### config.mk
export PLATFORM = sky130hd
export DESIGN_NAME = multicycle_control
export DESIGN_NICKNAME = d
export VERILOG_FILES = /design/src/rtl/multicycle_control.sv
export SDC_FILE = /design/constraint.sdc
export NUM_CORES = 1
export LEC_CHECK = 0
export CAP_MARGIN = 25
export CORE_AREA = 2 2 79 81
export CTS_CLUSTER_SIZE = 20
export DETAILED_ROUTE_END_ITERATION = 7
export DIE_AREA = 0 0 81 83
export PLACE_DENSITY = 0.76
export SLEW_MARGIN = 25
export SYNTH_ARGS = -nofsm -noshare
export SYNTH_HDL_FRONTEND = slang
export SYNTH_SLANG_ARGS = --single-unit
### constraint.sdc
create_clock -name clk -period 5.1 [get_ports clk]
set_input_delay 1.02 -clock clk [delete_from_list [all_inputs] [get_ports clk]]
set_output_delay 1.02 -clock clk [all_outputs]
set_load 0.02 [all_outputs]
### src/rtl/multicycle_control.sv
// Multi-cycle RV32I control unit: sequences fetch, decode, execute, memory and
// write-back, drives the datapath strobes, and tracks retirement and traps.
module multicycle_control #(
  parameter int DATA_WIDTH = 32
) (
  input  logic                  clk,
  input  logic                  rst,
  input  logic [DATA_WIDTH-1:0] instr,
  input  logic                  instr_valid,
  input  logic                  Zero,
  output logic                  IRWrite,
  output logic                  PCWrite,
  output logic                  PCSrc,
  output logic                  RegWrite,
  output logic                  MemWrite,
  output logic                  ALUSrc,
  output logic                  JumpSrc,
  output logic [1:0]            ResultSrc,
  output logic [2:0]            ALUControl,
  output logic [3:0]            state,
  output logic                  instr_done,
  output logic [DATA_WIDTH-1:0] retired,
  output logic                  illegal
);

  localparam logic [3:0] S_FETCH   = 4'd0;
  localparam logic [3:0] S_DECODE  = 4'd1;
  localparam logic [3:0] S_EXEC_R  = 4'd2;
  localparam logic [3:0] S_EXEC_I  = 4'd3;
  localparam logic [3:0] S_MEM_ADR = 4'd4;
  localparam logic [3:0] S_MEM_RD  = 4'd5;
  localparam logic [3:0] S_MEM_WB  = 4'd6;
  localparam logic [3:0] S_MEM_WR  = 4'd7;
  localparam logic [3:0] S_ALU_WB  = 4'd8;
  localparam logic [3:0] S_BRANCH  = 4'd9;
  localparam logic [3:0] S_JUMP    = 4'd10;
  localparam logic [3:0] S_TRAP    = 4'd11;

  localparam logic [6:0] OP_R      = 7'b0110011;
  localparam logic [6:0] OP_IMM    = 7'b0010011;
  localparam logic [6:0] OP_LOAD   = 7'b0000011;
  localparam logic [6:0] OP_STORE  = 7'b0100011;
  localparam logic [6:0] OP_BRANCH = 7'b1100011;
  localparam logic [6:0] OP_JAL    = 7'b1101111;
  localparam logic [6:0] OP_JALR   = 7'b1100111;

  localparam logic [6:0] F7_ZERO = 7'b0000000;
  localparam logic [6:0] F7_ALT  = 7'b0100000;

  localparam logic [2:0] ALU_ADD = 3'b000;
  localparam logic [2:0] ALU_SUB = 3'b001;
  localparam logic [2:0] ALU_AND = 3'b010;
  localparam logic [2:0] ALU_OR  = 3'b011;
  localparam logic [2:0] ALU_XOR = 3'b100;
  localparam logic [2:0] ALU_SLT = 3'b101;
  localparam logic [2:0] ALU_SLL = 3'b110;
  localparam logic [2:0] ALU_SRL = 3'b111;

  localparam logic [1:0] RES_ALU = 2'b00;
  localparam logic [1:0] RES_MEM = 2'b01;
  localparam logic [1:0] RES_PC4 = 2'b10;

  logic [3:0]            state_q, state_d;
  logic [DATA_WIDTH-1:0] ir_q, ir_d;
  logic [DATA_WIDTH-1:0] retired_q, retired_d;
  logic                  illegal_q, illegal_d;

  logic [6:0] opcode_s;
  logic [2:0] funct3_s;
  logic [6:0] funct7_s;
  logic       alu_legal_s;
  logic [2:0] alu_ctrl_s;
  logic [3:0] target_s;
  logic       unused_s;

  // Returns {legal, ALUControl}; R-type checks funct7 on every funct3, I-type only on shifts.
  function automatic logic [3:0] alu_decode(input logic [2:0] f3, input logic [6:0] f7,
                                            input logic is_r);
    logic       ok;
    logic [2:0] ctl;
    ok  = 1'b1;
    ctl = ALU_ADD;
    case (f3)
      3'b000: begin
        if (is_r && (f7 == F7_ALT)) begin
          ctl = ALU_SUB;
        end else begin
          ctl = ALU_ADD;
          ok  = !is_r || (f7 == F7_ZERO);
        end
      end
      3'b001: begin
        ctl = ALU_SLL;
        ok  = (f7 == F7_ZERO);
      end
      3'b010: begin
        ctl = ALU_SLT;
        ok  = !is_r || (f7 == F7_ZERO);
      end
      3'b100: begin
        ctl = ALU_XOR;
        ok  = !is_r || (f7 == F7_ZERO);
      end
      3'b101: begin
        ctl = ALU_SRL;
        ok  = (f7 == F7_ZERO);
      end
      3'b110: begin
        ctl = ALU_OR;
        ok  = !is_r || (f7 == F7_ZERO);
      end
      3'b111: begin
        ctl = ALU_AND;
        ok  = !is_r || (f7 == F7_ZERO);
      end
      default: begin
        ctl = ALU_ADD;
        ok  = 1'b0;
      end
    endcase
    return {ok, ctl};
  endfunction

  assign opcode_s = ir_q[6:0];
  assign funct3_s = ir_q[14:12];
  assign funct7_s = ir_q[31:25];
  assign unused_s = ^{ir_q[24:15], ir_q[11:7]};
  assign {alu_legal_s, alu_ctrl_s} = alu_decode(funct3_s, funct7_s, opcode_s == OP_R);

  // Decode dispatch: first execute-phase state for the held instruction, TRAP otherwise.
  always_comb begin
    target_s = S_TRAP;
    case (opcode_s)
      OP_R: begin
        if (alu_legal_s) target_s = S_EXEC_R;
        else             target_s = S_TRAP;
      end
      OP_IMM: begin
        if (alu_legal_s) target_s = S_EXEC_I;
        else             target_s = S_TRAP;
      end
      OP_LOAD, OP_STORE: begin
        if (funct3_s == 3'b010) target_s = S_MEM_ADR;
        else                    target_s = S_TRAP;
      end
      OP_BRANCH: begin
        if (funct3_s[2:1] == 2'b00) target_s = S_BRANCH;
        else                        target_s = S_TRAP;
      end
      OP_JAL: target_s = S_JUMP;
      OP_JALR: begin
        if (funct3_s == 3'b000) target_s = S_JUMP;
        else                    target_s = S_TRAP;
      end
      default: target_s = S_TRAP;
    endcase
  end

  // Next-state sequencing.
  always_comb begin
    state_d = state_q;
    case (state_q)
      S_FETCH: begin
        if (instr_valid) state_d = S_DECODE;
        else             state_d = S_FETCH;
      end
      S_DECODE:           state_d = target_s;
      S_EXEC_R, S_EXEC_I: state_d = S_ALU_WB;
      S_MEM_ADR: begin
        if (opcode_s == OP_LOAD) state_d = S_MEM_RD;
        else                     state_d = S_MEM_WR;
      end
      S_MEM_RD:           state_d = S_MEM_WB;
      S_MEM_WB, S_MEM_WR, S_ALU_WB, S_BRANCH, S_JUMP: state_d = S_FETCH;
      S_TRAP:             state_d = S_TRAP;
      default:            state_d = S_TRAP;
    endcase
  end

  // Datapath strobes; reset suppresses them so an abandoned instruction writes nothing.
  always_comb begin
    IRWrite    = 1'b0;
    PCWrite    = 1'b0;
    PCSrc      = 1'b0;
    RegWrite   = 1'b0;
    MemWrite   = 1'b0;
    ALUSrc     = 1'b0;
    JumpSrc    = 1'b0;
    ResultSrc  = RES_ALU;
    ALUControl = ALU_ADD;
    instr_done = 1'b0;
    if (!rst) begin
      case (state_q)
        S_FETCH: IRWrite = instr_valid;
        S_EXEC_R: begin
          ALUSrc     = 1'b0;
          ALUControl = alu_ctrl_s;
        end
        S_EXEC_I: begin
          ALUSrc     = 1'b1;
          ALUControl = alu_ctrl_s;
        end
        S_ALU_WB: begin
          ALUSrc     = (opcode_s == OP_IMM);
          ALUControl = alu_ctrl_s;
          RegWrite   = 1'b1;
          ResultSrc  = RES_ALU;
          PCWrite    = 1'b1;
          instr_done = 1'b1;
        end
        S_MEM_ADR, S_MEM_RD: ALUSrc = 1'b1;
        S_MEM_WB: begin
          ALUSrc     = 1'b1;
          RegWrite   = 1'b1;
          ResultSrc  = RES_MEM;
          PCWrite    = 1'b1;
          instr_done = 1'b1;
        end
        S_MEM_WR: begin
          ALUSrc     = 1'b1;
          MemWrite   = 1'b1;
          PCWrite    = 1'b1;
          instr_done = 1'b1;
        end
        S_BRANCH: begin
          ALUControl = ALU_SUB;
          PCWrite    = 1'b1;
          PCSrc      = funct3_s[0] ? !Zero : Zero;
          instr_done = 1'b1;
        end
        S_JUMP: begin
          RegWrite   = 1'b1;
          ResultSrc  = RES_PC4;
          PCWrite    = 1'b1;
          PCSrc      = 1'b1;
          JumpSrc    = (opcode_s == OP_JALR);
          instr_done = 1'b1;
        end
        default: instr_done = 1'b0;
      endcase
    end else begin
      instr_done = 1'b0;
    end
  end

  // Next values of the instruction register, retire counter and trap flag.
  always_comb begin
    if (IRWrite) ir_d = instr;
    else         ir_d = ir_q;
    retired_d = retired_q + {{(DATA_WIDTH-1){1'b0}}, instr_done};
    illegal_d = illegal_q | (state_d == S_TRAP);
  end

  // State registers with synchronous reset.
  always_ff @(posedge clk) begin
    if (rst) begin
      state_q   <= S_FETCH;
      ir_q      <= '0;
      retired_q <= '0;
      illegal_q <= 1'b0;
    end else begin
      state_q   <= state_d;
      ir_q      <= ir_d;
      retired_q <= retired_d;
      illegal_q <= illegal_d;
    end
  end

  assign state   = state_q;
  assign retired = retired_q;
  assign illegal = illegal_q;

endmodule

cell_classes.png
Scale bar: 20 um.
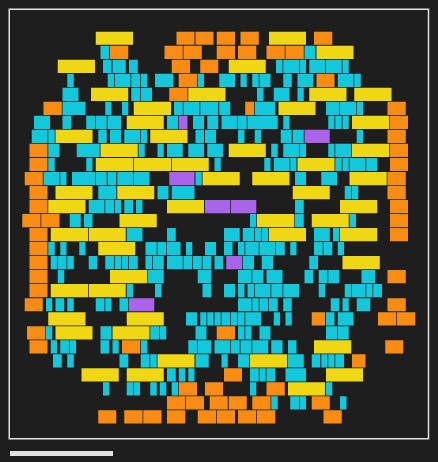
Cyan marks all other logic, cells 268, share of their area 45%. Orange marks other buffers and delay cells, cells 72, share of their area 21%. Purple marks clock drivers and dummy loads, cells 7, share of their area 2.4%. Yellow marks flip-flops, cells 54, share of their area 32%.

gate_families.png
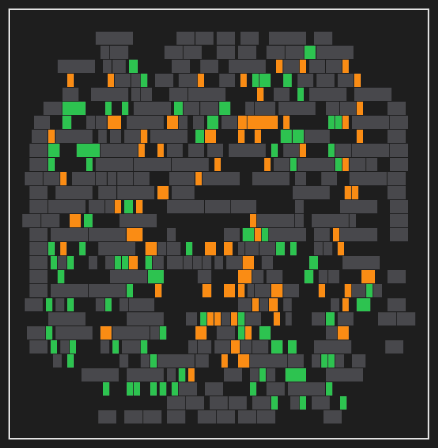
Green marks NAND gates, cells 82, most used nand2_1, where all over the die. Orange marks NOR gates, cells 71, most used nor2_1.

registers.png
Scale bar: 20 um. Other sequential cells in the stronger gray, the rest of the logic in the fainter gray.
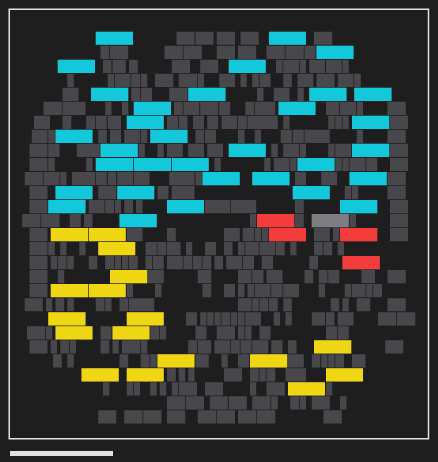
Red marks `state`, sequential cells 4, where middle right. Yellow marks `ir_q`, sequential cells 17. Cyan marks `retired`, sequential cells 32.

==> results.toml <==
# flow metrics
[grt]
grt_pass1_wl_um = 10550
grt_pass1_vias = 2302
antenna_found_initial = 0
overflow = 0
grt_max_degree = 45

[die]
die_y_um = 83
die-area_um2 = 6723
fp.dieW_um = 81
num_rows = 28
core_area_um2 = 5816
boundaryPins = 86
fp_util_pct = 46.41

[yosys]
ys_seq_share_pct = 40.06
yosysWarningCount = 0
synth.top_cell.area_share_pct = 40.06
synth_chip_area_um2 = 2699
top_cells_by_area = "dfxtp_1 40%, nand2_1 7.6%, nor2_1 6.5%"
yosys-stat-cells = 343
synth_nets = 381
synth-async-reset-ratio_pct = 0
ys_ff = 54
yosys.area.top_type = "dfxtp_1"
synth_top_flop_cell = "dfxtp_1"
synthDistinctLibCells = 46
netlist_instances = 343
synthesis.area_um2 = 2699
edf_count = 0
avgSynthCellArea_um2 = 7.868

[final_timing]
fin_skew_ns = 0.006231
slew_headroom_pct = 61.66
whs_ns = 0.4668
timing.fmax_mhz = 269.1
setup_tns_ns = 0
period_used_pct = 72.87
setup_violations = 0
drv_slew = 0
hold_violations = 0
layout_setup_ws_ns = 1.384
rsz0062_at_grt = "no"
period_needed_ns = 3.716
tightest_slew_ns = 0.5744

[cells_and_area]
fill_cells = 561
diodes = 0
area_growth_pct = 28.88
regArea_um2 = 1081
finalInstanceArea_um2 = 3478
fin_nets = 439
final_layout_top_logic_cells = "69 x clkdlybuf4s50_1, 55 x nand2_1, 54 x dfxtp_1"
logic_area_um2 = 1495
layout-drive-gt1-share_pct = 5.736
final_common_cell = "clkdlybuf4s50_1"
stdcell_count = 476

[pwr]
p_per_area_nw_per_um2 = 233.6
leakage_nw = 1.213
p_int_mw = 0.5857
peakVddDrop_mv = 0.1612
clockPowerShare_pct = 29.0
combPwrFrac_pct = 14.4
p_sw_mw = 0.2270
sw_frac_of_total_pct = 27.93
p_seq_share_pct = 56.6

[hold_path]
hold_class = "flip-flop to flip-flop"

[outcome]
status = "completed"

[run]
warning_count = 41
maxCapViolCount = 0

[setup_path]
arrival_ns = 2.70
crit_fanout = 19
worstSetupPathType = "input port to output port"
worstSetupEndpointType = "output port"
cp.required_ns = 4.08
start_kind = "input port"

[routing]
drc = 0
firstDrtPassIters = 4
drtIter0Drc = 293
route.antenna.remaining_nets = 0
dr_total_vias = 2557
wl_per_cell_um = 13.17
drt_wl_total_um = 6269
via_per_inst = 5.372

[clocking]
ctsHoldBuffers = 0
cts_tree = "built"
htreeDepth = 2
numCtsBuffers = 5
cts.sinks = 54
cts_setup_buffers = 0
insertion_delay_ns = 0.30
path_clk_slew_ns = 0.09
cts-root-buf = "clkbuf_8"
ctsResizeCount = 0
clockBufferDepth = 2

[placement]
port_buffers = 70
dp_hpwl_um = 4515
place_area_um2 = 3396
place.gp.congestion = 0.9058
dpl.cell_count = 469
dp_worst_setup_slack_ns = 1.377
final_congestion.png
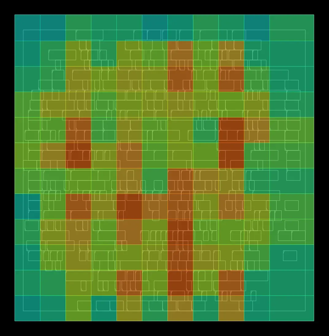
GRT Total Usage: 19.39%
GR Layer Usage met1: 27.32%

metal_stack.png
Scale bar: 20 um. Only two layers are drawn.
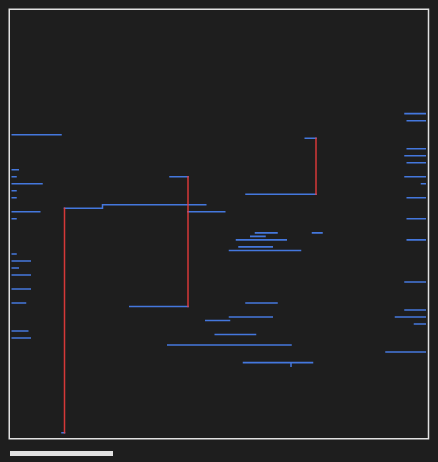
Red marks met4, wire length 79.6 um. Blue marks met3, wire length 271 um.

cells by family (layout without fill, tap and decap cells):
group / Yosys count / in the layout / share of synthesized area, %
xor+xnor: 27 / 27 / 8.762
compound gates: 60 / 60 / 12.89
flops: 54 / 54 / 40.06
simple gates: 175 / 175 / 32.82
buf+inv: 25 / 83 / 4.543
fa+ha+maj: 2 / 2 / 0.9271
state kept, by name, indices dropped and copies added (netlist names):
signal	flops
retired	32
ir_q	17
state	4
illegal	1
final timing paths:
path | startpoint | cells past startpoint | to | slack (ns)
worst max register to register | state[3] | 11 | retired[30] | 1.70
worst max-delay path | rst | 4 | JumpSrc | 1.38
worst min register to register | ir_q[28] | 2 | ir_q[28] | 0.47
worst min-delay path | ir_q[28] | 2 | ir_q[28] | 0.47
power by group through the flow:
| stage | Sequential, mW | Combinational (mW) | Clock (mW) |
|---|---|---|---|
| after floorplan | 0.458 | 0.0851 | 0 |
| after global placement | 0.469 | 0.116 | 0 |
| after detailed placement | 0.469 | 0.117 | 0 |
| after CTS | 0.460 | 0.118 | 0.242 |
| after global routing | 0.464 | 0.130 | 0.259 |
| final | 0.460 | 0.117 | 0.236 |
routing by layer:
layer | global-route usage (%) | vias to the layer above | share of wire (%)
met4 | 5.547 | 0 | 1.3
li1 | - | 1295 | -
met2 | 30.43 | 67 | 47
met1 | 27.32 | 1188 | 48
met3 | 3.043 | 7 | 4.3
met5 | 0 | - | 0
worst max-delay path: stages:
cell and delay (ns):
buf_2 0.22, or3b_2 0.53, nor4_1 0.27, clkdlybuf4s50_1 0.66
cell type report:
cell class	instances	share of cell area, %
Clock buffer	5	1.978
Clock inverter	2	0.3957
Inverter	4	0.4317
Multi-Input combinational cell	264	42.99
Sequential cell	54	31.08
Tap cell	75	2.698
Timing Repair Buffer	72	20.43
synthesized netlist by cell type (2+ instances only):
library cell and count:
a211o_1 2, a21o_1 2, a21oi_1 30, a31oi_1 3, a41oi_1 2, and3_1 5, and4_1 3, and4_2 3
buf_6 2, clkbuf_1 17, dfxtp_1 54, ha_1 2, inv_1 4, nand2_1 55, nand2_2 2, nand2b_1 2
nand3_1 12, nand4_1 6, nand4_2 2, nor2_1 47, nor2b_1 9, nor3_1 6, nor3b_1 3, nor4_1 4
o211ai_1 2, o21ai_0 13, o32ai_1 2, or3_1 5, or3b_2 2, xnor2_1 9, xor2_1 18
stage by stage:
step                      power [mW]  utilization [%]
after floorplan               0.5426                -
after global placement        0.5849            58.39
after detailed placement      0.5867            58.39
after CTS                     0.8197            59.81
after global routing          0.8538            59.81
final                         0.8126            59.81
No activity file was given, so power comes from the tool's default toggle rates.
